**The metal 1 layer**

The bar under the picture is 20 microns long. Cells faint in the background.
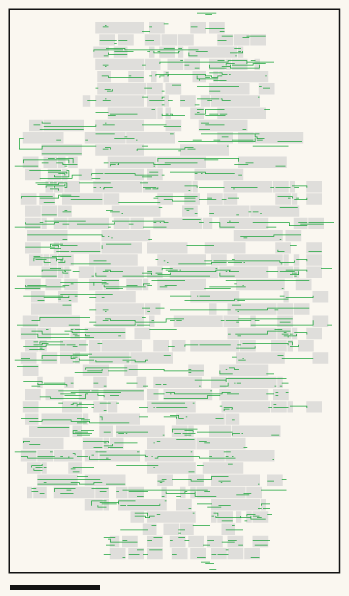
**Metal 2**

The bar under the picture is 20 microns long. Cells faint in the background.
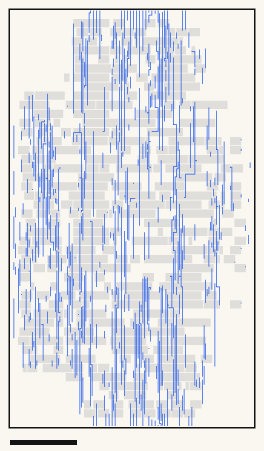
**Met3 routing**

The bar under the picture is 20 microns long. Cells faint in the background.
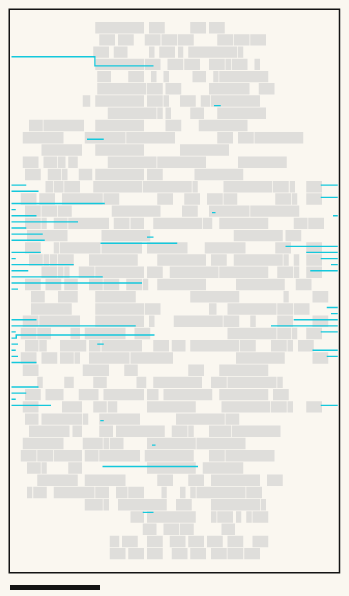
File: config.mk
export PLATFORM = sky130hd
export DESIGN_NAME = s_16bit_16_unfold
export DESIGN_NICKNAME = d
export VERILOG_FILES = /design/src/rtl/s_16bit_16_unfold.sv
export SDC_FILE = /design/constraint.sdc
export NUM_CORES = 1
export LEC_CHECK = 0
export CORE_ASPECT_RATIO = 1.75
export CORE_MARGIN = 2
export CORE_UTILIZATION = 42
export DETAILED_ROUTE_END_ITERATION = 7
export GPL_ROUTABILITY_DRIVEN = 0
export PLACE_DENSITY = 0.74
export SLEW_MARGIN = 20
export SYNTH_ARGS = -nofsm -noshare
export SYNTH_HDL_FRONTEND = slang
export SYNTH_SLANG_ARGS = --single-unit
File: constraint.sdc
create_clock -name clk -period 4.4 [get_ports clk]
set_clock_uncertainty 0.05 [all_clocks]
set_input_delay 1.32 -clock clk [delete_from_list [all_inputs] [get_ports clk]]
set_output_delay 1.32 -clock clk [all_outputs]
set_load 0.01 [all_outputs]
File: src/rtl/s_16bit_16_unfold.sv
// Receive-side unfold of the 16-to-8 XOR fold: rebuilds {fold^lo, lo} for channels a/b into a small output FIFO.
// Optional per-entry parity checking is enabled with `define UNFOLD_PARITY_EN.
//
// state   | meaning
// EMPTY   | occ == 0, out_valid low, a/b forced to zero
// PARTIAL | 0 < occ < DEPTH, push and pop both allowed
// FULL    | occ == DEPTH, in_ready low, input ignored
module s_16bit_16_unfold #(
  parameter int DEPTH = 2,
  parameter int CNT_W = 16
) (
  input  logic             clk,
  input  logic             rst,
  input  logic             in_valid,
  output logic             in_ready,
  input  logic [7:0]       aa,
  input  logic [7:0]       a_lo,
  input  logic [7:0]       bb,
  input  logic [7:0]       b_lo,
  output logic             out_valid,
  input  logic             out_ready,
  output logic [15:0]      a,
  output logic [15:0]      b,
  output logic [CNT_W-1:0] word_cnt
`ifdef UNFOLD_PARITY_EN
  ,
  input  logic             a_par,
  input  logic             b_par,
  output logic             par_err,
  output logic [CNT_W-1:0] err_cnt
`endif
);

  localparam int AW = (DEPTH > 1) ? $clog2(DEPTH) : 1;
  localparam logic [AW:0] OCC_FULL = (AW + 1)'(DEPTH);

  typedef enum logic [1:0] {EMPTY, PARTIAL, FULL} state_t;

  state_t           state_q, state_d;
  logic [AW:0]      occ_q, occ_d;
  logic [AW-1:0]    wr_ptr_q, rd_ptr_q;
  logic [CNT_W-1:0] word_cnt_q;
  logic [15:0]      mem_a_q [DEPTH];
  logic [15:0]      mem_b_q [DEPTH];
  logic             push, pop;

  // Handshake comes only from registered state, so no input reaches an output combinationally.
  assign in_ready  = (state_q != FULL);
  assign out_valid = (state_q != EMPTY);
  assign push      = in_valid && in_ready;
  assign pop       = out_valid && out_ready;

  always_comb begin
    occ_d   = occ_q;
    state_d = state_q;
    case ({push, pop})
      2'b10:   occ_d = occ_q + 1'b1;
      2'b01:   occ_d = occ_q - 1'b1;
      default: occ_d = occ_q;
    endcase
    if (occ_d == '0)
      state_d = EMPTY;
    else if (occ_d == OCC_FULL)
      state_d = FULL;
    else
      state_d = PARTIAL;
  end

  always_ff @(posedge clk or posedge rst) begin
    if (rst) begin
      state_q    <= EMPTY;
      occ_q      <= '0;
      wr_ptr_q   <= '0;
      rd_ptr_q   <= '0;
      word_cnt_q <= '0;
    end else begin
      state_q <= state_d;
      occ_q   <= occ_d;
      if (push) wr_ptr_q <= wr_ptr_q + 1'b1;
      if (pop) begin
        rd_ptr_q   <= rd_ptr_q + 1'b1;
        word_cnt_q <= word_cnt_q + 1'b1;
      end
    end
  end

  // Storage needs no reset: contents are unreachable until rewritten.
  always_ff @(posedge clk) begin
    if (push) begin
      mem_a_q[wr_ptr_q] <= {aa ^ a_lo, a_lo};
      mem_b_q[wr_ptr_q] <= {bb ^ b_lo, b_lo};
    end
  end

  assign a        = out_valid ? mem_a_q[rd_ptr_q] : 16'h0000;
  assign b        = out_valid ? mem_b_q[rd_ptr_q] : 16'h0000;
  assign word_cnt = word_cnt_q;

`ifdef UNFOLD_PARITY_EN
  logic             mem_pa_q [DEPTH];
  logic             mem_pb_q [DEPTH];
  logic [CNT_W-1:0] err_cnt_q;

  always_ff @(posedge clk) begin
    if (push) begin
      mem_pa_q[wr_ptr_q] <= a_par;
      mem_pb_q[wr_ptr_q] <= b_par;
    end
  end

  assign par_err = out_valid &&
                   (((^a) != mem_pa_q[rd_ptr_q]) || ((^b) != mem_pb_q[rd_ptr_q]));

  always_ff @(posedge clk or posedge rst) begin
    if (rst)
      err_cnt_q <= '0;
    else if (pop && par_err)
      err_cnt_q <= err_cnt_q + 1'b1;
  end

  assign err_cnt = err_cnt_q;
`endif

endmodule

==> run_results.csv <==
group,metric,value,unit
outcome,run_status,"finished clean",
critical_path,startpoint_type,"flop",
critical_path,cp_data_required_time,3.03,ns
yosys,yosysTopAreaCell,"edfxtp_1",
final_timing,tightestPinTransition,0.953,ns
clocking,post-cts-setup-buffer-count,0,
final_layout,fin_nets,359,
clocking,path_clk_slew,0.06,ns
global_route,antenna_found_initial,0,
critical_path,r2r-end,"mem_b_q[0][1]",
final_timing,rsz0062_at_grt,"no",
detailed_routing,drc_errors,0,
floorplan,die_x,73.1,microns
power,ir_drop,0.390,mV
critical_path,cp_cell_sequence,"mux2i_1 -> nor2_1 -> clkdlybuf4s50_1",
detailed_routing,drtIter0Drc,107,
critical_path,cp_max_fo,33,
clocking,root_buffer,"clkbuf_16",
clocking,h-tree-depth,3,
final_layout,final_cells,418,
power,internal-power,2.12,mW
final_timing,slew_violations,0,
yosys,yosysChipArea,3510,sq um
min_path,min_delay_path_depth,1,
## Picture notes: 'the metal 1 layer'
longest straight run: 19.3 microns
nets with wire on the layer: 316
wire length on this layer: 2320 microns
GR Util met1: 16.4%
drt total wl: 6380 microns
routed via count: 2065

## Picture notes: 'metal 2'
nets with wire on the layer: 312
wire length on this layer: 3520 microns
share of all routed wire: 55%
main direction: vertical
GRT met2 Usage: 26.6%

## Picture notes: 'met3 routing'
longest straight run: 30.6 microns
wire length on this layer: 391 microns
met3 usage: 5.00%

worst max-delay path: cells and delay by family, from the launching register on:
family	cells	cell delay, ns
flip-flops	1	0.99
buffers and inverters	1	0.56
multiplexers	1	0.19
AND/OR/NAND/NOR	1	0.17
power groups by stage:
| stage | sequential (mW) | clock, mW | combinational [mW] |
|---|---|---|---|
| final | 1.26 | 0.736 | 1.06 |
| after global routing | 1.29 | 0.783 | 1.16 |
| after CTS | 1.27 | 0.750 | 1.09 |
| after detailed placement | 1.28 | 0 | 1.08 |
| after global placement | 1.27 | 0 | 1.07 |
| after floorplan | 1.19 | 0 | 0.620 |
stage by stage:
step                      hold slack [ns]  worst slack, ns  utilization, %
after floorplan                     0.381             1.16               -
after global placement              0.403             1.12            54.3
after detailed placement            0.405             1.08            54.3
after global routing                0.446            0.615            58.0
after CTS                           0.418            0.752            58.0
final                               0.415            0.793            58.0
registers in the layout, indices dropped and copies added (netlist names):
signal,flops
state_q,2
mem_a_q,32
occ_q,1
word_cnt,16
wr_ptr_q,1
rd_ptr_q,1
mem_b_q,32
synth_stat cells:
cell / n
nand4_1: 2
dfrtp_1: 21
nor2_2: 1
nor2b_1: 1
or2b_2: 1
ha_1: 2
nor2_1: 37
o211ai_2: 1
nand2_1: 7
nand4_2: 1
mux2_2: 1
nor3_4: 1
nor3_2: 1
buf_6: 1
nand3_1: 4
and2_1: 1
nand3_4: 1
nor4_1: 1
xor2_1: 20
mux2i_1: 32
and3_1: 1
and4_1: 1
edfxtp_1: 64
xnor2_1: 16
buf_2: 7
o21ai_4: 1
inv_1: 4
area by class of cell:
| type | instances | area [sq um] |
|---|---|---|
| Timing Repair Buffer | 87 | 866 |
| Sequential cell | 85 | 2450 |
| Clock buffer | 10 | 239 |
| Tap cell | 92 | 115 |
| Fill cell | 675 | 3450 |
| Multi-Input combinational cell | 134 | 1010 |
| Inverter | 4 | 15.0 |
| Clock inverter | 6 | 60.1 |
layout by cell type (no fill, tap or decap), types with 2 or more instances in the layout:
master	Yosys	routed
buf_4	0	2
inv_1	4	4
mux2i_1	32	32
dfrtp_1	21	20
nand4_1	2	2
edfxtp_1	64	64
nor2_2	1	2
nand2_1	7	7
nand3_1	4	4
clkinv_2	0	2
inv_4	0	2
clkbuf_16	0	9
xnor2_1	16	16
xor2_1	20	20
clkdlybuf4s50_1	0	85
ha_1	2	2
nor2_1	37	35
worst max-delay path by stage:
stage	from	end	slack [ns]	cells after the start
after floorplan	in_valid	mem_a_q[0][0]	1.16	2
after global placement	rd_ptr_q	b[4]	1.12	3
after detailed placement	rd_ptr_q	a[2]	1.08	3
after CTS	rd_ptr_q	a[8]	0.75	3
after global routing	rd_ptr_q	b[4]	0.62	3
final	rd_ptr_q	a[8]	0.79	3
layer usage:
metal	routed length [microns]	GRT usage (%)	vias to the layer above
met5	0	0	-
met4	149	7.19	0
met3	390	5.00	11
met2	3520	26.6	55
met1	2320	16.4	1003
li1	-	-	996
kinds of logic after synthesis:
| family | synth area share, % |
|---|---|
| mux | 9.44 |
| buf+inv | 1.75 |
| xor+xnor | 8.98 |
| compound gates | 0.819 |
| fa+ha+maj | 0.712 |
| simple gates | 8.62 |
| flops | 69.7 |
No activity file was given, so power comes from the tool's default toggle rates.
